==> run_1/layer_met1.png <==
Bar = 20 um. Supply wires on this layer in grey.
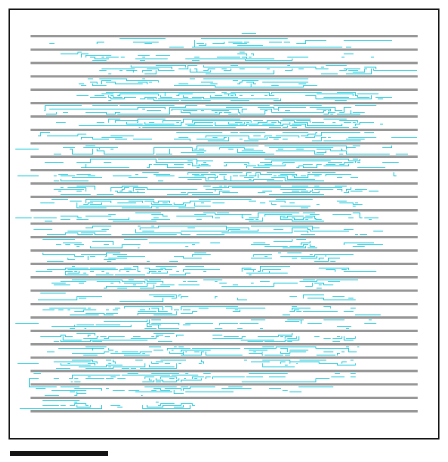
==> run_1/layer_met2.png <==
Cells faint in the background.
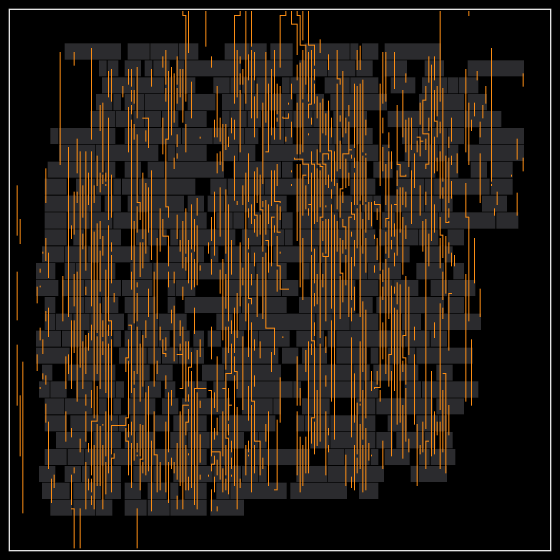
==> run_1/layer_met3.png <==
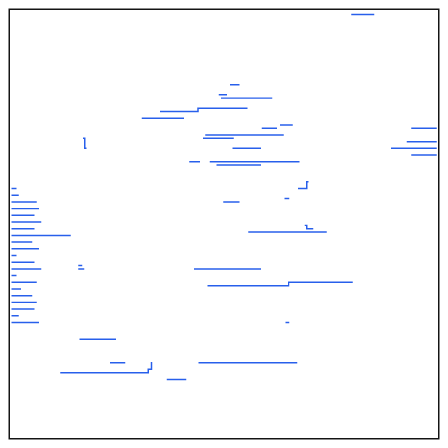
==> run_1/congestion.png <==
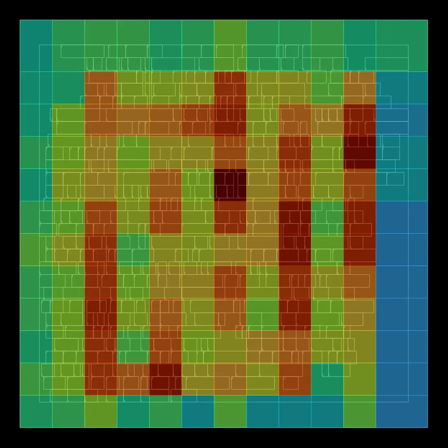
## config.mk

```make
export PLATFORM = sky130hd
export DESIGN_NAME = phy_bit_sequencer
export DESIGN_NICKNAME = d
export VERILOG_FILES = /design/src/rtl/phy_bit_sequencer.sv
export SDC_FILE = /design/constraint.sdc
export NUM_CORES = 1
export LEC_CHECK = 0
export CORE_MARGIN = 4
export CORE_UTILIZATION = 44
export DETAILED_ROUTE_END_ITERATION = 8
export PLACE_DENSITY = 0.69
export SYNTH_ARGS = -nofsm -noshare
export SYNTH_HDL_FRONTEND = slang
export SYNTH_SLANG_ARGS = --single-unit
```

## constraint.sdc

```tcl
create_clock -name clk_i -period 2.7 [get_ports clk_i]
set_clock_uncertainty 0.2 [all_clocks]
set_input_delay 0.81 -clock clk_i [delete_from_list [all_inputs] [get_ports clk_i]]
set_output_delay 0.81 -clock clk_i [all_outputs]
set_load 0.05 [all_outputs]
```

## src/rtl/phy_bit_sequencer.sv

```systemverilog
// phy_bit_sequencer
//   Bit-level sequencer for the I3C SCL/SDA line drivers. Takes START / BIT / STOP
//   requests from the controller FSM and turns them into SCL low/high phases and
//   SDA drive changes. Each BIT returns the sampled SDA level as a one-cycle response.
//   Driver encoding: sel=1 push-pull (data = level); sel=0 open-drain
//   (data=1 pulls low, data=0 releases).
// Ports
//   clk_i, rst_i                          clock, async active-high reset
//   t_low_i, t_high_i, t_hd_i             SCL low/high lengths and SDA hold, in cycles
//   req_valid_i/req_ready_o               request handshake
//   req_op_i, req_bit_i, req_pp_i         00 BIT, 01 START, 10 STOP; bit level; PP select
//   rsp_valid_o, rsp_bit_o                end-of-BIT pulse and sampled SDA
//   err_o, busy_o                         illegal-request pulse; not idle
//   sda_i                                 synchronised SDA level
//   scl_/sda_phy_data_o, *_sel_od_pp_o    line driver controls
module phy_bit_sequencer #(
  parameter int CNT_W = 8
) (
  input  logic             clk_i,
  input  logic             rst_i,
  input  logic [CNT_W-1:0] t_low_i,
  input  logic [CNT_W-1:0] t_high_i,
  input  logic [CNT_W-1:0] t_hd_i,
  input  logic             req_valid_i,
  output logic             req_ready_o,
  input  logic [1:0]       req_op_i,
  input  logic             req_bit_i,
  input  logic             req_pp_i,
  output logic             rsp_valid_o,
  output logic             rsp_bit_o,
  output logic             err_o,
  output logic             busy_o,
  input  logic             sda_i,
  output logic             scl_phy_data_o,
  output logic             scl_sel_od_pp_o,
  output logic             sda_phy_data_o,
  output logic             sda_sel_od_pp_o
);
  localparam logic [3:0] S_IDLE      = 4'd0;
  localparam logic [3:0] S_START_HD  = 4'd1;
  localparam logic [3:0] S_HOLD      = 4'd2;
  localparam logic [3:0] S_BIT_LOW   = 4'd3;
  localparam logic [3:0] S_BIT_HIGH  = 4'd4;
  localparam logic [3:0] S_RS_LOW    = 4'd5;
  localparam logic [3:0] S_RS_HIGH   = 4'd6;
  localparam logic [3:0] S_STOP_LOW  = 4'd7;
  localparam logic [3:0] S_STOP_HIGH = 4'd8;
  localparam logic [3:0] S_STOP_REL  = 4'd9;

  localparam logic [1:0] OP_BIT   = 2'b00;
  localparam logic [1:0] OP_START = 2'b01;
  localparam logic [1:0] OP_STOP  = 2'b10;

  logic [3:0]       state_q, state_d;
  logic [CNT_W-1:0] cnt_q, cnt_d, len_q, len_d, hd_q, hd_d;
  logic             bit_q, bit_d, pp_q, pp_d;
  logic [1:0]       sda_hold_q, sda_hold_d;   // {data, sel} currently held on SDA
  logic             rsp_valid_q, rsp_valid_d, rsp_bit_q, rsp_bit_d, err_q, err_d;

  logic [CNT_W-1:0] t_low_eff, t_high_eff, hd_clamp;
  logic             last, accept, entry, low_next;
  logic [1:0]       bit_drv;

  assign t_low_eff  = (t_low_i  == '0) ? CNT_W'(1) : t_low_i;
  assign t_high_eff = (t_high_i == '0) ? CNT_W'(1) : t_high_i;
  // SDA must settle before SCL rises, so the hold point is kept inside the low phase.
  assign hd_clamp   = (t_hd_i >= t_low_eff) ? t_low_eff - CNT_W'(1) : t_hd_i;
  assign last       = (cnt_q == len_q - CNT_W'(1));
  assign bit_drv    = pp_q ? {bit_q, 1'b1} : {~bit_q, 1'b0};

  assign req_ready_o = ~rst_i & ((state_q == S_IDLE) | (state_q == S_HOLD));
  assign accept      = req_valid_i & req_ready_o;

  always_comb begin
    state_d    = state_q;
    bit_d      = bit_q;
    pp_d       = pp_q;
    sda_hold_d = sda_hold_q;
    err_d      = 1'b0;
    case (state_q)
      S_IDLE: if (accept) begin
        if (req_op_i == OP_START) state_d = S_START_HD;
        else                      err_d   = 1'b1;
      end
      S_START_HD: begin
        sda_hold_d = 2'b10;
        if (last) state_d = S_HOLD;
      end
      S_HOLD: if (accept) begin
        case (req_op_i)
          OP_BIT: begin
            state_d = S_BIT_LOW;
            bit_d   = req_bit_i;
            pp_d    = req_pp_i;
          end
          OP_START: state_d = S_RS_LOW;
          OP_STOP:  state_d = S_STOP_LOW;
          default:  err_d   = 1'b1;
        endcase
      end
      S_BIT_LOW: begin
        if (cnt_q >= hd_q) sda_hold_d = bit_drv;
        if (last) state_d = S_BIT_HIGH;
      end
      S_BIT_HIGH:  if (last) state_d = S_HOLD;
      S_RS_LOW:    if (last) state_d = S_RS_HIGH;
      S_RS_HIGH:   if (last) state_d = S_START_HD;
      S_STOP_LOW:  if (last) state_d = S_STOP_HIGH;
      S_STOP_HIGH: if (last) state_d = S_STOP_REL;
      S_STOP_REL:  if (last) state_d = S_IDLE;
      default:     state_d = S_IDLE;
    endcase
  end

  // No state loops to itself, so any change of state is a fresh entry; the
  // timing inputs are captured only then.
  assign entry    = (state_d != state_q);
  assign low_next = (state_d == S_BIT_LOW) | (state_d == S_RS_LOW) | (state_d == S_STOP_LOW);

  always_comb begin
    cnt_d = cnt_q;
    len_d = len_q;
    hd_d  = hd_q;
    if (entry) begin
      cnt_d = '0;
      len_d = low_next ? t_low_eff : t_high_eff;
      hd_d  = hd_clamp;
    end else if ((state_q != S_IDLE) && (state_q != S_HOLD)) begin
      cnt_d = cnt_q + CNT_W'(1);
    end
  end

  assign rsp_valid_d = (state_q == S_BIT_HIGH) & last;
  assign rsp_bit_d   = rsp_valid_d ? sda_i : rsp_bit_q;

  always_ff @(posedge clk_i or posedge rst_i) begin
    if (rst_i) begin
      state_q     <= S_IDLE;
      cnt_q       <= '0;
      len_q       <= CNT_W'(1);
      hd_q        <= '0;
      bit_q       <= 1'b0;
      pp_q        <= 1'b0;
      sda_hold_q  <= 2'b00;
      rsp_valid_q <= 1'b0;
      rsp_bit_q   <= 1'b0;
      err_q       <= 1'b0;
    end else begin
      state_q     <= state_d;
      cnt_q       <= cnt_d;
      len_q       <= len_d;
      hd_q        <= hd_d;
      bit_q       <= bit_d;
      pp_q        <= pp_d;
      sda_hold_q  <= sda_hold_d;
      rsp_valid_q <= rsp_valid_d;
      rsp_bit_q   <= rsp_bit_d;
      err_q       <= err_d;
    end
  end

  // Line drivers decode straight from the state register so reset releases
  // both lines in the same cycle.
  logic [1:0] scl_o, sda_o;
  always_comb begin
    scl_o = 2'b00;
    sda_o = 2'b00;
    case (state_q)
      S_START_HD:  begin scl_o = 2'b11; sda_o = 2'b10; end
      S_HOLD:      begin scl_o = 2'b01; sda_o = sda_hold_q; end
      S_BIT_LOW:   begin scl_o = 2'b01; sda_o = (cnt_q >= hd_q) ? bit_drv : sda_hold_q; end
      S_BIT_HIGH:  begin scl_o = 2'b11; sda_o = sda_hold_q; end
      S_RS_LOW:    begin scl_o = 2'b01; sda_o = 2'b00; end
      S_RS_HIGH:   begin scl_o = 2'b11; sda_o = 2'b00; end
      S_STOP_LOW:  begin scl_o = 2'b01; sda_o = 2'b10; end
      S_STOP_HIGH: begin scl_o = 2'b11; sda_o = 2'b10; end
      S_STOP_REL:  begin scl_o = 2'b11; sda_o = 2'b00; end
      default:     begin scl_o = 2'b00; sda_o = 2'b00; end
    endcase
  end

  assign {scl_phy_data_o, scl_sel_od_pp_o} = scl_o;
  assign {sda_phy_data_o, sda_sel_od_pp_o} = sda_o;
  assign rsp_valid_o = rsp_valid_q;
  assign rsp_bit_o   = rsp_bit_q;
  assign err_o       = err_q;
  assign busy_o      = (state_q != S_IDLE);
endmodule

```

==> results.toml, run 1 <==
# generated from flow reports
[logic_synthesis]
xor_share_pct = 6.71
adder_share_pct = 10.5
edf_count = 0
synth_flop_count = 35
yosysTopAreaCellShare_pct = 31.1
most_common_cell = "dfrtp_1"
synth_cell_types = 56
ys_cells = 320

[layout]
comb_cells = 245
drive_gt1_share_pct = 39.9
synthToLayoutAreaGrowth_pct = 61.9
seq_cells = 35
sh_seq_area_pct = 19.8
antenna_cells = 0

[clock_tree]
cts_made_buffers = 5
clkTransAtPathRegs_ns = 0.09
cts_hold_buf = 0
htree_levels = 2
cts_resized = 48
postCtsSetupBuffers = 8
clkSinkCount = 35

[timing]
final.min_clock_period_ns = 3.50
timing.final.hold_violations = 0
setup_violations = 21
layout_setup_ws_ns = -0.802

[status]
violations = "negative setup slack"
status = "finished with violations"

[critical_path]
start_kind = "flop"
crit_buf_inv = 2
cp_max_fo = 2
r2r_end = "rsp_bit_o"
reg2reg_slack_ns = -0.29
cpLargestDelayFamily = "AND-OR/OR-AND gates"

[global_routing]
antenna_found_initial = 0
grt_pass1_wl_um = 13100

[power]
p_leak_nw = 2.02

[floorplan]
die_x_um = 86.9
row_count = 28
fp_util_pct = 45.7

[min_path]
min_from = "rsp_bit_o"
min_path_type = "flop to flop"
hold-path-cell-count = 1

[detailed_routing]
drc_errors = 0
drt-pass1-iter-count = 4
drt_iter0_drc = 162

[place]
place_congestion = 0.849
## Picture notes: layer_met1.png
nets with wire on the layer: 446
longest straight run: 30.4 um
share of all routed wire: 44%
main direction: horizontal
wire length on this layer: 3700 um

## Picture notes: layer_met2.png
main direction: vertical
share of all routed wire: 50%

## Picture notes: layer_met3.png
longest straight run: 19.8 um
wire length on this layer: 340 um
nets with wire on the layer: 49
share of all routed wire: 4.1%
met3 Use GR: 3.31%
Vias: 2854
final WL: 8340 um

## Picture notes: congestion.png
wire length per cell: 16.1 um
GRT Overall Usage: 22.0%
met1 Usage GRT: 29.5%

[run 1: through the flow]
step / instance area, um2 / hold slack (ns) / util, % / instances
3_3_place_gp: 3880 / 0.271 / 64.8 / 492
5_1_grt: 4440 / 0.319 / 74.1 / 519
3_5_place_dp: 3880 / 0.274 / 64.8 / 492
4_1_cts: 4200 / 0.294 / 70.1 / 509
6_report: 4440 / 0.290 / 74.1 / 519
2_1_floorplan: 2890 / 0.249 / - / 320
[run 1: power breakdown]
group,internal (mW),switching [mW],total (mW)
sequential,0.740,0.158,0.898
combinational,1.29,1.48,2.77
clock,0.369,0.211,0.579
[run 1: routing by layer]
metal	track usage, %	up-vias	part of all wire (%)
met2	36.1	81	50
met1	29.5	1370	44
met4	7.37	0	1.8
li1	-	1393	-
met5	0	-	0
met3	3.31	10	4.1
==> inputs of run 2 (changes only) <==
Settings changed: CTS_CLUSTER_DIAMETER set to 200.
==> run_2/layer_met3.png <==
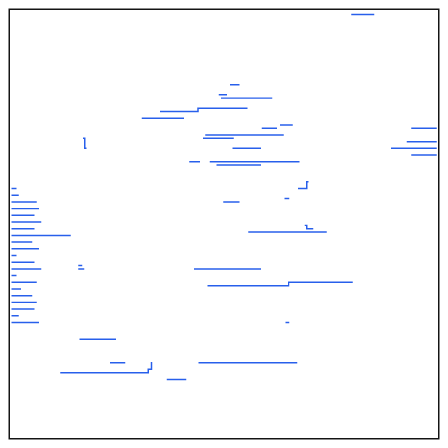
longest straight run: 19.8 um
main direction: horizontal

==> results.toml, run 2 <==
# generated from flow reports
[clock_tree]
cts_resized = 48
postCtsSetupBuffers = 8
clkSinkCount = 35
htree_levels = 2

[status]
violations = "negative setup slack"
status = "finished with violations"

[global_routing]
grt_usage_pct = 22.0
grt_pass1_wl_um = 13100

[place]
place_congestion = 0.849

[detailed_routing]
avgRoutedWirePerCell_um = 16.1
wirelength_um = 8340

[min_path]
min_path_type = "flop to flop"
hold-path-cell-count = 1

[power]
power.group.top = "combinational logic"
internal-power_mw = 2.40
p_leak_nw = 2.02

[critical_path]
start_kind = "flop"

[timing]
setup_violations = 21
timing.final.hold_violations = 0
layout_setup_ws_ns = -0.802

[logic_synthesis]
yosysTopAreaCellShare_pct = 31.1
==> run_2/layer_met2.png <==
Cells faint in the background.
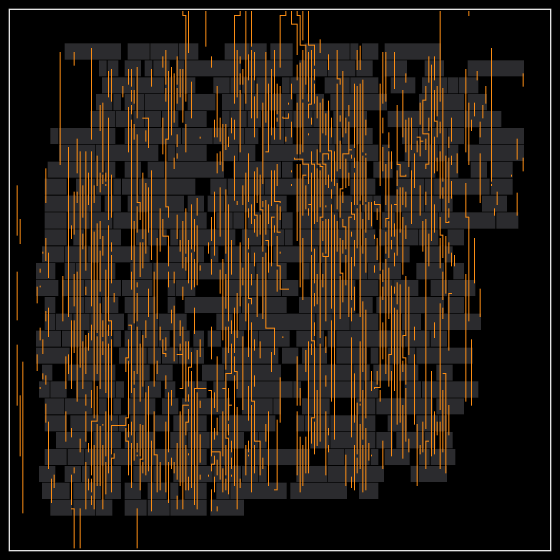
share of all routed wire: 50%
longest straight run: 36.0 um
main direction: vertical
nets with wire on the layer: 443
wire length on this layer: 4150 um
met2 Use GR: 36.1%

[run 2: cell counts in the layout (fill, tap and decap cells not counted)]
Identical to the previous run, type by type.
[run 2: critical path: cells and delay by family, from the launching register on]
family,cells,cell delay (ns)
compound gates,7,1.22
simple gates,1,0.14
fa+ha+maj,1,0.27
flops,1,0.37
buf+inv,2,0.20
[run 2: kinds of logic (layout without fill, tap and decap cells)]
group,count (synthesis),count (layout)
AOI/OAI and AO/OA,77,78
xor gates and xnor gates,21,21
adders and majority gates,23,23
buffers and inverters,41,164
DFF,35,35
muxes,12,12
and+or+nand+nor,111,111
[run 2: per-layer routing]
metal  GRT usage, %  vias up  wire length (um)
li1               -     1393                 -
met1           29.5     1370              3700
met2           36.1       81              4150
met3           3.31       10               339
met4           7.37        0               150
met5              0        -                 0
Power figures rest on the tool's default switching activity, not on a simulated workload.
